`config.mk`:
```
export PLATFORM = sky130hd
export DESIGN_NAME = seq_divider
export DESIGN_NICKNAME = d
export VERILOG_FILES = /design/src/rtl/seq_divider_pkg.sv /design/src/rtl/seq_divider_div_step.sv /design/src/rtl/seq_divider.sv
export SDC_FILE = /design/constraint.sdc
export NUM_CORES = 1
export LEC_CHECK = 0
export CORE_ASPECT_RATIO = 1.25
export CORE_UTILIZATION = 55
export CTS_BUF_LIST = sky130_fd_sc_hd__clkbuf_8
export DETAILED_ROUTE_END_ITERATION = 12
export PLACE_DENSITY = 0.88
export SLEW_MARGIN = 20
export SYNTH_ARGS = -nofsm -noshare
export SYNTH_HDL_FRONTEND = slang
export SYNTH_SLANG_ARGS = --single-unit
```
`constraint.sdc`:
```
create_clock -name Clk -period 3.2 [get_ports Clk]
set_input_delay 0.48 -clock Clk [delete_from_list [all_inputs] [get_ports Clk]]
set_output_delay 0.48 -clock Clk [all_outputs]
set_load 0.05 [all_outputs]
```
`src/rtl/seq_divider_pkg.sv`:
```
// Shared definitions for the sequential restoring divider: FSM encoding,
// default operand width and the divide-by-zero quotient.
package seq_divider_pkg;

  typedef enum logic [1:0] {
    S_IDLE = 2'd0,
    S_RUN  = 2'd1,
    S_DONE = 2'd2
  } state_e;

  localparam int DEFAULT_WIDTH = 16;

  // Sliced down to WIDTH at the point of use, so WIDTH must not exceed MAX_WIDTH.
  localparam int                   MAX_WIDTH     = 64;
  localparam logic [MAX_WIDTH-1:0] DIV0_QUOTIENT = '1;

endpackage

```
`src/rtl/seq_divider_div_step.sv`:
```
// One restoring-division step, purely combinational (zero latency, no flow control).
// Quotient bits enter the LSB of the dividend word as its MSB is shifted out.
module div_step #(
  parameter int WIDTH = 16
) (
  input  logic [WIDTH-1:0] rem_i,
  input  logic [WIDTH-1:0] dvd_i,
  input  logic [WIDTH-1:0] dvs_i,
  output logic [WIDTH-1:0] rem_o,
  output logic [WIDTH-1:0] dvd_o
);

  logic [WIDTH:0] shifted;
  logic [WIDTH:0] trial;
  logic           fits;

  always_comb begin
    shifted = {rem_i, dvd_i[WIDTH-1]};
    trial   = shifted - {1'b0, dvs_i};
    // With rem_i < dvs_i, shifted < 2*dvs_i, so the MSB of the (WIDTH+1)-bit
    // difference is exactly the borrow.
    fits    = ~trial[WIDTH];
    rem_o   = fits ? trial[WIDTH-1:0] : shifted[WIDTH-1:0];
    dvd_o   = {dvd_i[WIDTH-2:0], fits};
  end

endmodule

```
`src/rtl/seq_divider.sv`:
```
// Sequential unsigned divider: WIDTH-cycle restoring loop. Done pulses in cycle WIDTH+1 (cycle 1 on /0).
// Backpressure: Ready is high only in IDLE; Start is ignored while busy.
module seq_divider
  import seq_divider_pkg::*;
#(
  parameter int WIDTH = DEFAULT_WIDTH
) (
  input  logic             Clk,
  input  logic             Rst_n,
  input  logic             Start,
  input  logic [WIDTH-1:0] OperandA,
  input  logic [WIDTH-1:0] OperandB,
  output logic             Ready,
  output logic [WIDTH-1:0] Quotient,
  output logic [WIDTH-1:0] Remainder,
  output logic             Done,
  output logic             DivZero
);

  localparam int CW = $clog2(WIDTH + 1);

  state_e           state_q, state_d;
  logic [CW-1:0]    cnt_q, cnt_d;
  logic [WIDTH-1:0] rem_q, rem_d;
  logic [WIDTH-1:0] dvd_q, dvd_d;
  logic [WIDTH-1:0] dvs_q, dvs_d;
  logic [WIDTH-1:0] quotient_q, quotient_d;
  logic [WIDTH-1:0] remainder_q, remainder_d;
  logic             divzero_q, divzero_d;

  logic [WIDTH-1:0] step_rem;
  logic [WIDTH-1:0] step_dvd;

  div_step #(.WIDTH(WIDTH)) u_step (
    .rem_i (rem_q),
    .dvd_i (dvd_q),
    .dvs_i (dvs_q),
    .rem_o (step_rem),
    .dvd_o (step_dvd)
  );

  always_comb begin
    state_d     = state_q;
    cnt_d       = cnt_q;
    rem_d       = rem_q;
    dvd_d       = dvd_q;
    dvs_d       = dvs_q;
    quotient_d  = quotient_q;
    remainder_d = remainder_q;
    divzero_d   = divzero_q;
    case (state_q)
      S_IDLE: begin
        if (Start) begin
          if (OperandB == '0) begin
            state_d     = S_DONE;
            quotient_d  = DIV0_QUOTIENT[WIDTH-1:0];
            remainder_d = OperandA;
            divzero_d   = 1'b1;
          end else begin
            state_d = S_RUN;
            rem_d   = '0;
            dvd_d   = OperandA;
            dvs_d   = OperandB;
            cnt_d   = CW'(WIDTH);
          end
        end
      end
      S_RUN: begin
        rem_d = step_rem;
        dvd_d = step_dvd;
        cnt_d = cnt_q - CW'(1);
        if (cnt_q == CW'(1)) begin
          state_d     = S_DONE;
          quotient_d  = step_dvd;
          remainder_d = step_rem;
          divzero_d   = 1'b0;
        end
      end
      S_DONE:  state_d = S_IDLE;
      default: state_d = S_IDLE;
    endcase
  end

  always_ff @(posedge Clk or negedge Rst_n) begin
    if (!Rst_n) begin
      state_q     <= S_IDLE;
      cnt_q       <= '0;
      rem_q       <= '0;
      dvd_q       <= '0;
      dvs_q       <= '0;
      quotient_q  <= '0;
      remainder_q <= '0;
      divzero_q   <= 1'b0;
    end else begin
      state_q     <= state_d;
      cnt_q       <= cnt_d;
      rem_q       <= rem_d;
      dvd_q       <= dvd_d;
      dvs_q       <= dvs_d;
      quotient_q  <= quotient_d;
      remainder_q <= remainder_d;
      divzero_q   <= divzero_d;
    end
  end

  assign Ready     = (state_q == S_IDLE);
  assign Done      = (state_q == S_DONE);
  assign Quotient  = quotient_q;
  assign Remainder = remainder_q;
  assign DivZero   = divzero_q;

endmodule
```
### Met3 routing

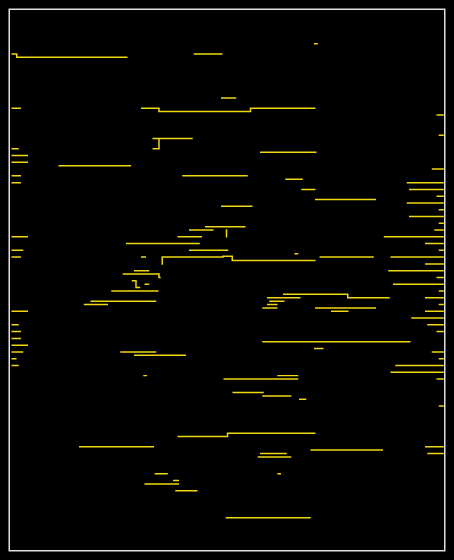
91 nets have wire on it. The longest straight run is 29.4 um. The layer carries 667 um of wire. The wires run mostly horizontal. The layer holds 5.5% of the routed length.

### Where the registers sit

The bar under the picture is 20 um long.
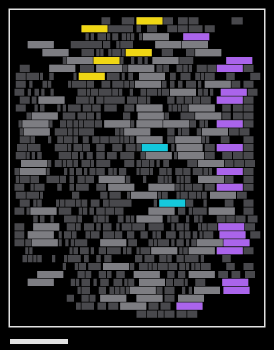
Key: Quotient = purple [placed flops 16]; cnt_q = yellow [placed flops 5]; state_q = cyan [placed flops 2]
Another 65 sequential cells are not colored.

### Congestion heat map

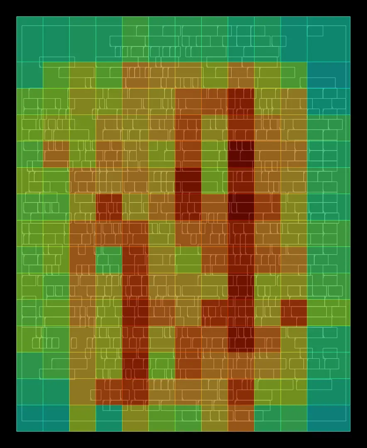
GRT Total Usage: 0.280
GRT met2 Usage: 0.486

==> out/results.ini <==
[status]
status = completed

[finish]
buf_share = 0.131
design_area_mm2 = 0.00599
nFillCells = 703
signal_buffers = 81
seq_area_frac = 0.368
largestClassByArea = multi-input combinational cells
layout.nets = 642

[floorplan]
fp.dieH_um = 108
io_pins = 70

[cts]
cts_made_buffers = 9
path_clk_slew_ns = 0.09
postCtsSetupBuffers = 0
cts_root_buffer = clkbuf_8
cts_tree = yes
clockBufferDepth = 2

[setup_path]
start_kind = flip-flop
crit_chain = inv_1 -> ha_1 -> inv_1 -> fa_1 -> a211oi_2 -> o211ai_1 -> and3_4 -> o211ai_4 -> buf_4 -> a32oi_1 -> a211oi_2
crit_type = reg2reg
crit_path_end = Remainder[10]
r2r-end = Remainder[10]
r2r_cells = 11
critPathBufInv = 3
arrival_ns = 3.26

[hold_path]
hp-class = in2async

[grt]
grt_overflow = 0
busiest_layer = met2

[synth]
yosys_warnings = 0
ys_area_mm2 = 0.00499
ys_sh_xor = 0.0176
ff_type = dfrtp_1
synthSimpleGateAreaFrac = 0.147
common_cells = dfrtp_1, nand2_1, o21ai_0, inv_1, mux2i_1

[route]
route.met3.wl_um = 666
drtIter0Drc = 304

[final_timing]
clock-skew-final_ns = 0.00887
finalSetupTns_ns = 0
final_max_slew_viol_count = 0
timing.hold.ws_ns = 0.150

[job]
drv_cap = 0

## sequential cells by signal, summed over array words and instances, names as in the netlist
register and count:
state_q 2, Remainder 16, cnt_q 5, Quotient 16
DivZero 1, dvd_q 16, rem_q 16, dvs_q 16
## stage by stage
stage                     instances  setup WS, ns
final                           713         0.228
after global routing            713        0.0532
after CTS                       713         0.220
after detailed placement        697         0.112
after global placement          697         0.303
after floorplan                 524         0.653
